### src/rtl/seq_muldiv_unit.sv
// Iterative multiply/divide engine: shift-add multiply and restoring divide,
// one bit per cycle, with sign correction and a divide-by-zero shortcut.
module seq_muldiv_unit #(
  parameter int DATA_WIDTH = 16
) (
  input  logic                  clk,
  input  logic                  rst_n,
  input  logic                  in_valid,
  output logic                  in_ready,
  input  logic [1:0]            op,
  input  logic [DATA_WIDTH-1:0] a,
  input  logic [DATA_WIDTH-1:0] b,
  output logic                  out_valid,
  input  logic                  out_ready,
  output logic [DATA_WIDTH-1:0] result_lo,
  output logic [DATA_WIDTH-1:0] result_hi,
  output logic                  div_by_zero
);

  localparam int N  = DATA_WIDTH;
  localparam int CW = $clog2(N);

  typedef enum logic [1:0] {IDLE, CALC, SIGN, DONE} state_t;

  state_t          state_reg, state_next;
  logic [CW-1:0]   count_reg;
  logic [2*N-1:0]  acc_reg;
  logic [N-1:0]    b_mag_reg;
  logic            is_div_reg, dbz_reg, neg_res_reg, neg_rem_reg;

  logic            a_neg, b_neg;
  logic [N-1:0]    a_mag, b_mag;
  logic [N:0]      mul_sum;
  logic [2*N-1:0]  mul_step;
  logic [N:0]      div_shift, div_trial;
  logic [2*N-1:0]  div_step;
  logic [N-1:0]    acc_lo, acc_hi, quot_fix, rem_fix;
  logic [2*N-1:0]  prod_fix;

  assign in_ready  = (state_reg == IDLE);
  assign out_valid = (state_reg == DONE);

  assign a_neg = op[0] & a[N-1];
  assign b_neg = op[0] & b[N-1];
  assign a_mag = a_neg ? -a : a;
  assign b_mag = b_neg ? -b : b;

  assign acc_lo = acc_reg[N-1:0];
  assign acc_hi = acc_reg[2*N-1:N];

  // Multiply: low half holds the multiplier, shifted out LSB first; the
  // (N+1)-bit sum keeps the carry that shifts into the top of the product.
  assign mul_sum  = {1'b0, acc_hi} + {1'b0, (acc_reg[0] ? b_mag_reg : {N{1'b0}})};
  assign mul_step = {mul_sum, acc_reg[N-1:1]};

  // Divide: high half is the partial remainder, low half the dividend that
  // turns into the quotient. A clear bit N after the trial means no borrow.
  assign div_shift = {acc_hi, acc_reg[N-1]};
  assign div_trial = div_shift - {1'b0, b_mag_reg};
  assign div_step  = div_trial[N] ? {div_shift[N-1:0], acc_reg[N-2:0], 1'b0}
                                  : {div_trial[N-1:0], acc_reg[N-2:0], 1'b1};

  assign prod_fix = neg_res_reg ? -acc_reg : acc_reg;
  assign quot_fix = neg_res_reg ? -acc_lo : acc_lo;
  assign rem_fix  = neg_rem_reg ? -acc_hi : acc_hi;

  always_ff @(posedge clk) begin
    if (!rst_n) state_reg <= IDLE;
    else        state_reg <= state_next;
  end

  always_comb begin
    state_next = state_reg;
    case (state_reg)
      IDLE: if (in_valid) state_next = CALC;
      CALC: begin
        if (dbz_reg)                          state_next = DONE;
        else if (count_reg == CW'(N - 1))     state_next = SIGN;
      end
      SIGN: state_next = DONE;
      DONE: if (out_ready) state_next = IDLE;
      default: state_next = IDLE;
    endcase
  end

  always_ff @(posedge clk) begin
    if (!rst_n) begin
      count_reg   <= '0;
      acc_reg     <= '0;
      b_mag_reg   <= '0;
      is_div_reg  <= 1'b0;
      dbz_reg     <= 1'b0;
      neg_res_reg <= 1'b0;
      neg_rem_reg <= 1'b0;
      result_lo   <= '0;
      result_hi   <= '0;
      div_by_zero <= 1'b0;
    end else begin
      case (state_reg)
        IDLE: if (in_valid) begin
          acc_reg     <= {{N{1'b0}}, a_mag};
          b_mag_reg   <= b_mag;
          is_div_reg  <= op[1];
          dbz_reg     <= op[1] && (b == '0);
          neg_res_reg <= a_neg ^ b_neg;
          neg_rem_reg <= a_neg;
          count_reg   <= '0;
        end
        CALC: begin
          if (dbz_reg) begin
            // Re-negating the magnitude restores the dividend bit pattern.
            result_lo   <= '1;
            result_hi   <= neg_rem_reg ? -acc_lo : acc_lo;
            div_by_zero <= 1'b1;
          end else begin
            acc_reg   <= is_div_reg ? div_step : mul_step;
            count_reg <= count_reg + 1'b1;
          end
        end
        SIGN: begin
          if (is_div_reg) begin
            result_lo <= quot_fix;
            result_hi <= rem_fix;
          end else begin
            {result_hi, result_lo} <= prod_fix;
          end
          div_by_zero <= 1'b0;
        end
        default: ;
      endcase
    end
  end

endmodule

### config.mk
export PLATFORM = sky130hd
export DESIGN_NAME = seq_muldiv_unit
export DESIGN_NICKNAME = d
export VERILOG_FILES = /design/src/rtl/seq_muldiv_unit.sv
export SDC_FILE = /design/constraint.sdc
export NUM_CORES = 1
export LEC_CHECK = 0
export ABC_AREA = 1
export CAP_MARGIN = 10
export CORE_MARGIN = 2
export CORE_UTILIZATION = 38
export CTS_BUF_LIST = sky130_fd_sc_hd__clkbuf_4
export DETAILED_ROUTE_END_ITERATION = 8
export PLACE_DENSITY = 0.57
export SLEW_MARGIN = 0
export SYNTH_ARGS = -nofsm -noshare
export SYNTH_HDL_FRONTEND = slang
export SYNTH_SLANG_ARGS = --single-unit
### constraint.sdc
create_clock -name clk -period 2.54 [get_ports clk]
set_clock_uncertainty 0.2 [all_clocks]
set_input_delay 0.381 -clock clk [delete_from_list [all_inputs] [get_ports clk]]
set_output_delay 0.381 -clock clk [all_outputs]
set_load 0.03 [all_outputs]
==> run_1/layer_met1.png <==
The bar under the picture is 50 µm long. Cells faint in the background.
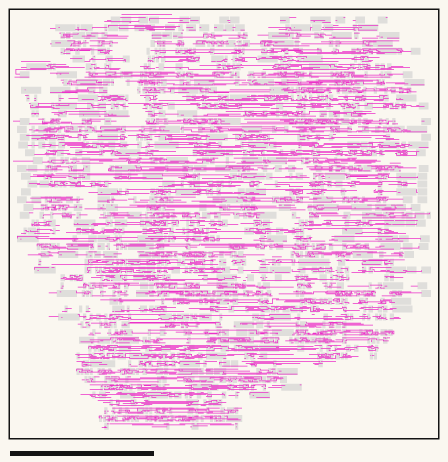
The wires run mostly horizontal. 1417 nets have wire on it.
final wirelength: 28080 µm
met1 GRT Util: 36.31%
number of vias in the routed layout: 9229

==> run_1/layer_met2.png <==
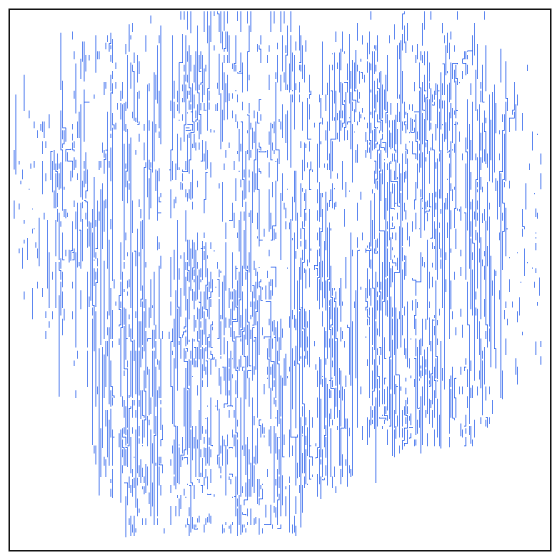
The layer carries 12600 µm of wire. The layer holds 45% of the routed length. The wires run mostly vertical. The longest straight run is 67.3 µm. 1183 nets have wire on it.
global routing usage on met2: 40.00%

==> metrics.csv, run 1 <==
stage,metric,value,unit
critical_path,r2r-end,acc_reg[22],
final_layout,fillCellCount,2245,
clocking,clk_path_buf_depth,2,
synth,ys_cells,1330,
synth,synthesis.area,7989,µm²
final_timing,hold_violations,0,
synth,logic_family,simple AND/OR/NAND/NOR gates,
synth,edf_count,0,
power,comb-power,0.00579,W
power,p_comb_share,65.3,%
drt,antenna_left,0,
critical_path,endpoint,acc_reg[22],
clocking,root_buffer,clkbuf_4,
run_status,status,"finished, final reports clean",
job,warnings,29,
final_timing,period_needed,2.414,ns
placed_design,gp_congestion,0.9277,
synth,async_reset_ff_share,0,%
grt,globalRouteOverflowTotal,0,
critical_path,r2r_start,b_mag_reg[3],
min_path,min_path_type,input port to flip-flop,
synth,fa_ha_area_share,6.922,%
critical_path,cp_max_fo,7,
synth,syn-mean-instance-area,6.007,µm²
final_timing,setup_slack,0.1264,ns
floorplan,die_width,149.0,µm
drt,wl_met1,13100,µm
final_timing,setup_viol,0,
drt,top_layer,met4,
floorplan,core_area,20820,µm²
final_timing,slew-limit-headroom,57.90,%
floorplan,die_height,149.0,µm
final_layout,nets,1522,
synth,top_area_share,22.80,%
synth,synth-main-ff-cell,dfxtp_1,
floorplan,fp_util,38.37,%
synth,yosys.area_share.aoi,22.10,%
final_layout,ff_latch_area,1844,µm²
power,powerSeq,0.00223,W
clocking,numCtsBuffers,9,
drt,wl_per_cell,16.31,µm
min_path,min_to,acc_reg[19],
grt,grt_pass1_wl,44460,µm
final_timing,finalMaxSlewViolations,0,
floorplan,std_cell_rows,53,
power,p_seq_share,25.1,%
floorplan,ioPinCount,73,
power,clock_power,0.000851,W
final_timing,fin_setup_tns,0,ns
floorplan,chipArea,22200,µm²
clocking,ctsResizeCount,1,
final_layout,fin_area,9754,µm²
clocking,clock-sinks,91,
critical_path,worstSetupPathType,flip-flop to flip-flop,
drt,dr.pass1.iters,5,
drt,wl_met3,1883,µm
final_layout,fin_cells,1722,
power,ir_drop,356.5,µV
job,cap_viol_max_count,0,
placed_design,placed_area,9393,µm²
synth,synth.distinct_cells,48,
grt,first_global_vias,8284,
==> run_1/layer_met3.png <==
The bar under the picture is 50 µm long.
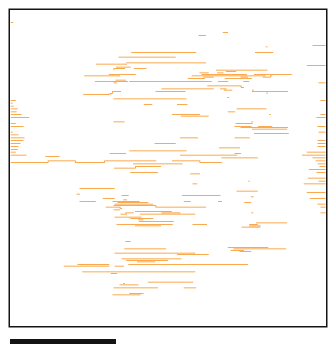
The wires run mostly horizontal. The layer holds 6.7% of the routed length. The longest straight run is 56.1 µm. 141 nets have wire on it. The layer carries 1880 µm of wire.
routing usage on met3: 3.731%

## run 1: critical path, cell delays in order (launching register included)
cell and delay (ns):
dfxtp_1 0.43, inv_1 0.06, ha_1 0.35, a21oi_2 0.23
nand2_2 0.09, nand2_1 0.07, nand2_2 0.07, nand2_4 0.09
nand2_4 0.07, nand2_8 0.11, buf_4 0.17, nand3_1 0.10
nand3_1 0.09, nand3_1 0.07, a21oi_1 0.15
## run 1: final cells by class
type | instances | area share [%]
Antenna cell | 2 | 0.05131
Multi-Input combinational cell | 1007 | 55.30
Sequential cell | 91 | 18.91
Clock buffer | 9 | 0.6927
Inverter | 177 | 6.811
Timing Repair Buffer | 155 | 14.06
Clock inverter | 6 | 0.6542
Tap cell | 275 | 3.527
==> run_1/clocks.png <==
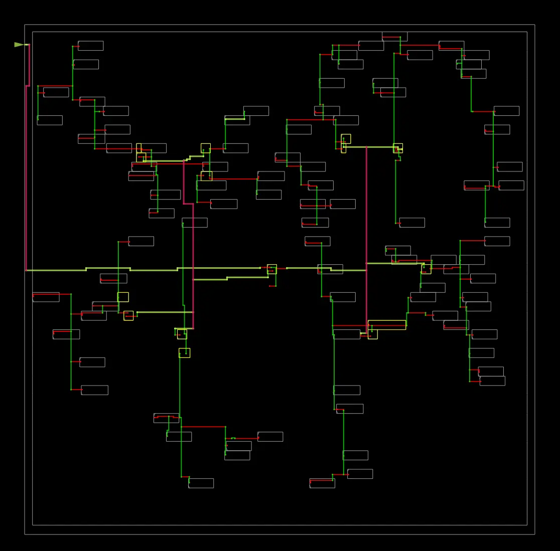

## Run 2: what changed since run 1
ABC_AREA = unset   (was 1)
GPL_ROUTABILITY_DRIVEN = 0   (was unset)
==> run_2/clocks.png <==
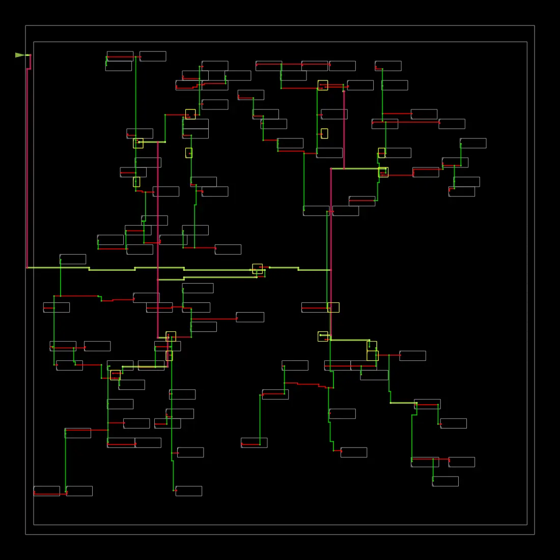
clk pwr: 0.000750 W
CLK BUF: 9

==> run_2/layer_met3.png <==
The bar under the picture is 50 µm long.
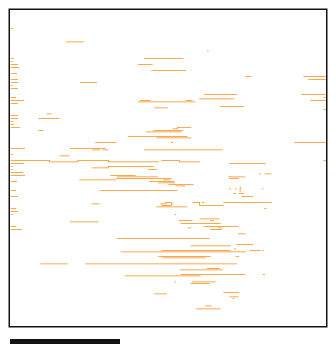
The layer holds 5.2% of the routed length. 119 nets have wire on it. The wires run mostly horizontal. The longest straight run is 68.5 µm.
routing usage on met3: 3.732%
number of vias in the routed layout: 7942

==> run_2/layer_met2.png <==
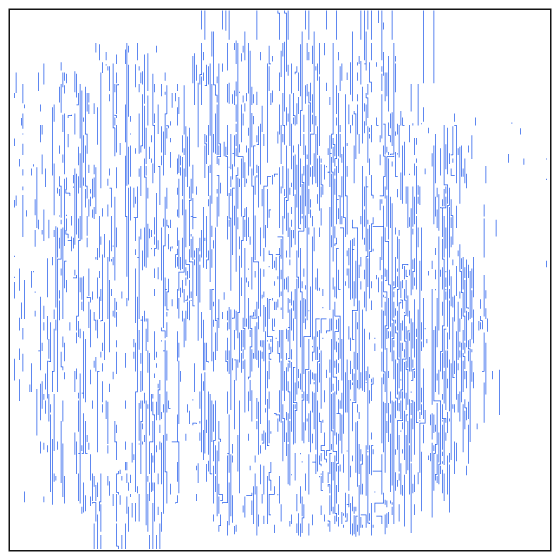
The longest straight run is 54.6 µm. The layer carries 11300 µm of wire. The wires run mostly vertical. The layer holds 45% of the routed length. 1034 nets have wire on it.
final wirelength: 24990 µm
global routing usage on met2: 38.35%

==> metrics.csv, run 2 <==
stage,metric,value,unit
grt,first_global_vias,7570,
final_layout,non_clock_buffer_count,262,
power,p_comb_share,67.8,%
clocking,numCtsBuffers,9,
synth,synth_flop_count,91,
critical_path,worstSetupPathType,flip-flop to flip-flop,
synth,async_reset_ff_share,0,%
clocking,clk_path_buf_depth,2,
grt,groute.layer.met1.usage,34.61,%
final_layout,fin_area,10140,µm²
power,ir_drop,624.1,µV
final_layout,antenna_cells,1,
final_timing,slew-limit-headroom,51.10,%
drt,wl_met3,1308,µm
final_timing,period_needed,2.735,ns
floorplan,die_height,143.3,µm
clocking,root_buffer,clkbuf_4,
synth,logic_family,AND-OR/OR-AND gates,
critical_path,critPathBufInv,2,
drt,wl_met1,11920,µm
synth,syn_inst,971,
placed_design,placed_area,9579,µm²
run_status,status,"complete, but fails checks",
critical_path,path_depth,11,
floorplan,nWellTaps,260,
final_layout,fin_cells,1451,
clocking,clock-sinks,91,
floorplan,std_cell_rows,50,
final_layout,clock_area_share,1.086,%
run_status,violations,setup timing,
final_layout,seq_cells,91,
job,cap_viol_max_count,0,
synth,syn-mean-instance-area,7.596,µm²
power,p_seq_share,23.5,%
synth,top_area_share,24.70,%
final_layout,area_share_nonclk_buffers,21.74,%
floorplan,chipArea,20540,µm²
critical_path,r2r_start,acc_reg[15],
final_timing,hold_violations,0,
drt,antenna_left,0,
synth,synth-main-ff-cell,dfxtp_1,
drt,top_layer,met4,
final_layout,ff_latch_area,1834,µm²
critical_path,timing.critical_path.cells,"inv_2, ha_4, fa_2, nor2b_2, o31a_1, o311a_4, a221o_2, nor2_4, buf_6, mux2i_1, o21ai_1",
floorplan,fp_util,39.04,%
synth,synthesis.area,7376,µm²
synth,ys_cells,971,
floorplan,core_area,18890,µm²
drt,wl_per_cell,17.22,µm
final_timing,setup_slack,-0.1948,ns
grt,grt_pass1_wl,39650,µm
final_layout,sh_seq_area,18.09,%
final_layout,multi_input_comb_cells,781,
synth,edf_count,0,
critical_path,r2r-end,acc_reg[20],
final_layout,num-nonclk-inverters,40,
critical_path,cp_top_family,AND-OR/OR-AND gates,
synth,synth.distinct_cells,70,
final_layout,comb_share,54.32,%
final_timing,finalMaxSlewViolations,0,
floorplan,die_width,143.3,µm
critical_path,crit_slowest_cell,a221o_2,
critical_path,slowest_delay,0.43,ns
grt,globalRouteOverflowTotal,0,
final_timing,setup_viol,20,
min_path,min_path_type,flip-flop to flip-flop,
final_layout,area_dominant_class,logic gates,
synth,fa_ha_area_share,7.498,%
power,comb-power,0.00582,W
final_layout,nets,1266,
==> run 2: worst min path at each step <==
stage                       start       endpoint  slack (ns)
finish               result_hi[7]   result_hi[7]        0.26
global route                op[1]     is_div_reg        0.28
CTS                         op[1]     is_div_reg        0.25
detailed placement   result_hi[7]   result_hi[7]        0.24
global placement     result_hi[8]   result_hi[8]        0.24
floorplan           b_mag_reg[15]  b_mag_reg[15]        0.23
==> run 2: through the flow <==
stage | setup WS [ns] | hold slack [ns]
after CTS | -0.1823 | 0.2452
after detailed placement | -0.2179 | 0.2438
final | -0.1948 | 0.2599
after global placement | -0.1735 | 0.2395
after global routing | -0.2938 | 0.2753
after floorplan | -0.1536 | 0.2319
==> run 2: what timing repair did <==
item / CTS / global route
setup endpoints to repair: 21 / 27
gates resized: 52 / 38
pin swaps: 16 / 21
buffers inserted: 11 / 5
==> run_2/layer_met1.png <==
The bar under the picture is 50 µm long. Cells faint in the background.
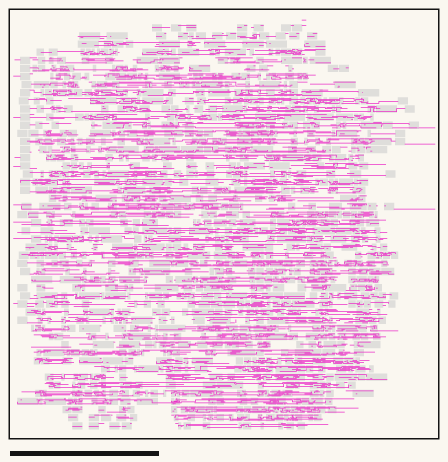

## Run 3: what changed since run 2
==> constraint.sdc (replaced) <==
create_clock -name clk -period 2.54 [get_ports clk]
set_clock_uncertainty 0.2 [all_clocks]
set_input_delay 0.762 -clock clk [delete_from_list [all_inputs] [get_ports clk]]
set_output_delay 0.762 -clock clk [all_outputs]
set_load 0.03 [all_outputs]
==> run_3/layer_met1.png <==
The bar under the picture is 50 µm long. Cells faint in the background.
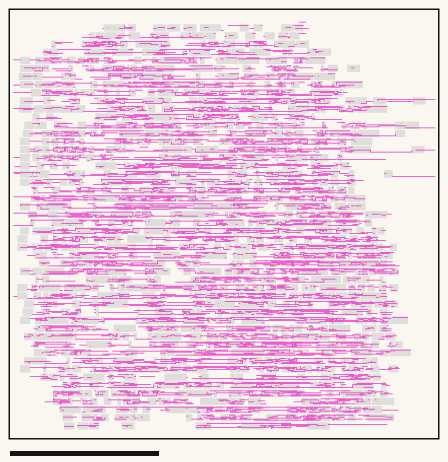
The layer holds 50% of the routed length. 1229 nets have wire on it. The wires run mostly horizontal. The longest straight run is 71.3 µm.
final wirelength: 24900 µm
met1 GRT Util: 34.98%

==> run_3/layer_met3.png <==
The bar under the picture is 50 µm long.
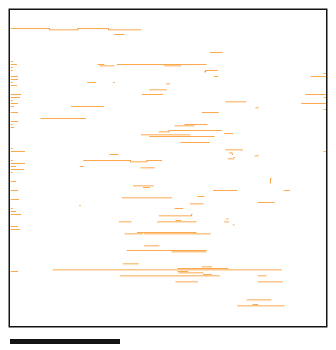
The layer holds 4.0% of the routed length. The longest straight run is 104 µm. The layer carries 999 µm of wire. The wires run mostly horizontal. 96 nets have wire on it.
routing usage on met3: 2.966%
number of vias in the routed layout: 8013

==> metrics.csv, run 3 <==
stage,metric,value,unit
final_timing,worst_hold_slack,0.2658,ns
placed_design,dp_slack,-0.5348,ns
critical_path,slowest_delay,0.45,ns
clocking,ctsResizeCount,38,
clocking,post_cts_buffers,0,
drt,wl_met1,12330,µm
critical_path,timing.critical_path.cells,"inv_2, ha_4, fa_2, nor2b_2, o31a_1, o311a_4, a221o_2, nor2_4, o31ai_1, a221o_1",
final_layout,seq_cells,91,
clocking,clk_path_buf_depth,2,
synth,ys_sh_simple,19.46,%
power,finalPower,0.008952,W
final_layout,fillCellCount,1818,
final_layout,fin_cells,1495,
synth,synth-main-ff-cell,dfxtp_1,
synth,logic_family,AND-OR/OR-AND gates,
synth,edf_count,0,
synth,synth_flop_count,91,
synth,yosys.area_share.aoi,28.99,%
final_timing,worstMarginPinSlew,0.5347,ns
final_layout,antenna_cells,1,
floorplan,die_width,143.3,µm
run_status,status,"complete, but fails checks",
final_layout,nets,1311,
final_layout,area_share_nonclk_buffers,24.07,%
critical_path,worstSetupPathType,flip-flop to flip-flop,
drt,wl_per_cell,16.66,µm
floorplan,ioPinCount,73,
floorplan,fp_util,39.04,%
final_timing,setup_slack,-0.2317,ns
grt,first_global_vias,7474,
final_timing,slew-limit-headroom,64.27,%
final_timing,finalMaxSlewViolations,0,
clocking,root_buffer,clkbuf_4,
final_timing,fin_setup_tns,-2.222,ns
final_layout,comb_share,52.95,%
final_layout,sh_seq_area,17.11,%
synth,synth.distinct_cells,70,
floorplan,nWellTaps,260,
critical_path,critPathBufInv,1,
synth,async_reset_ff_share,0,%
min_path,min_path_type,flip-flop to flip-flop,
critical_path,cp_max_fo,6,
synth,syn_inst,971,
synth,syn-mean-instance-area,7.596,µm²
final_layout,areaGrowthSynthToFinish,45.84,%
drt,wl_met2,11230,µm
floorplan,core_area,18890,µm²
final_layout,non_clock_buffer_count,306,
critical_path,crit_slowest_cell,a221o_2,
drt,antenna_left,0,
synth,top_cells_by_area,"dfxtp_1 (25%), ha_1 (7.0%), a21oi_1 (6.4%)",
power,ir_drop,687.9,µV
final_layout,ff_latch_area,1841,µm²
final_layout,clock_buffers,9,
grt,grt_pass1_wl,39380,µm
synth,synthesis.area,7376,µm²
run_status,violations,setup timing,
drt,wl_met3,998,µm
floorplan,die_height,143.3,µm
final_timing,setup_viol,17,
clocking,clock-sinks,91,
final_layout,num-nonclk-inverters,41,
floorplan,chipArea,20540,µm²
job,cap_viol_max_count,0,
synth,top_area_share,24.70,%
floorplan,std_cell_rows,50,
clocking,numCtsBuffers,9,
drt,dr.pass1.iters,5,
final_layout,drive_gt1_share,29.58,%
final_timing,hold_violations,0,
job,warnings,32,
synth,ys_cells,971,
final_layout,clock_area_share,1.233,%
critical_path,cp_top_family,AND-OR/OR-AND gates,
synth,fa_ha_area_share,7.498,%
grt,grt_start_max_net_pins,34,
synth,ys_top_cells_by_count,"a21oi_1 (95), nand2_1 (92), dfxtp_1 (91)",
final_timing,period_needed,2.772,ns
final_layout,area_dominant_class,logic gates,
final_layout,multi_input_comb_cells,781,
grt,globalRouteOverflowTotal,0,
==> run_3/layer_met2.png <==
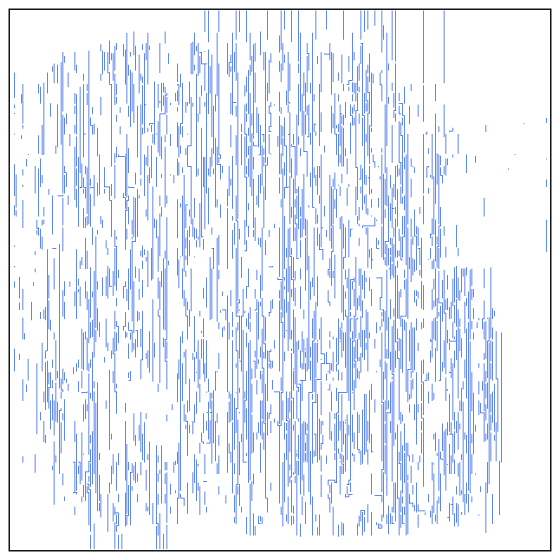
1062 nets have wire on it. The layer holds 45% of the routed length. The layer carries 11200 µm of wire.
global routing usage on met2: 38.20%

run 3: cell counts after synthesis:
Identical to the previous run, type by type.
run 3: metrics by stage:
step           instance area, µm²  utilization, %
2_1_floorplan                7483               -
3_3_place_gp                 9961           52.72
3_5_place_dp                 9961           52.72
4_1_cts                     10150           53.71
5_1_grt                     10760           56.93
6_report                    10760           56.93
run 3: final timing paths:
kind,start,slack (ns),end,cells past startpoint
max,acc_reg[15],-0.23,acc_reg[28],10
min,result_hi[13],0.27,result_hi[13],2
max reg2reg,acc_reg[15],-0.23,acc_reg[28],10
min reg2reg,result_hi[13],0.27,result_hi[13],2
run 3: where the power goes:
group | switching (W) | internal, W | total, W
registers | 0.000235 | 0.00178 | 0.00202
logic | 0.00335 | 0.00271 | 0.00607
clock network | 0.000569 | 0.000298 | 0.000867
Power and IR drop assume default switching activity.
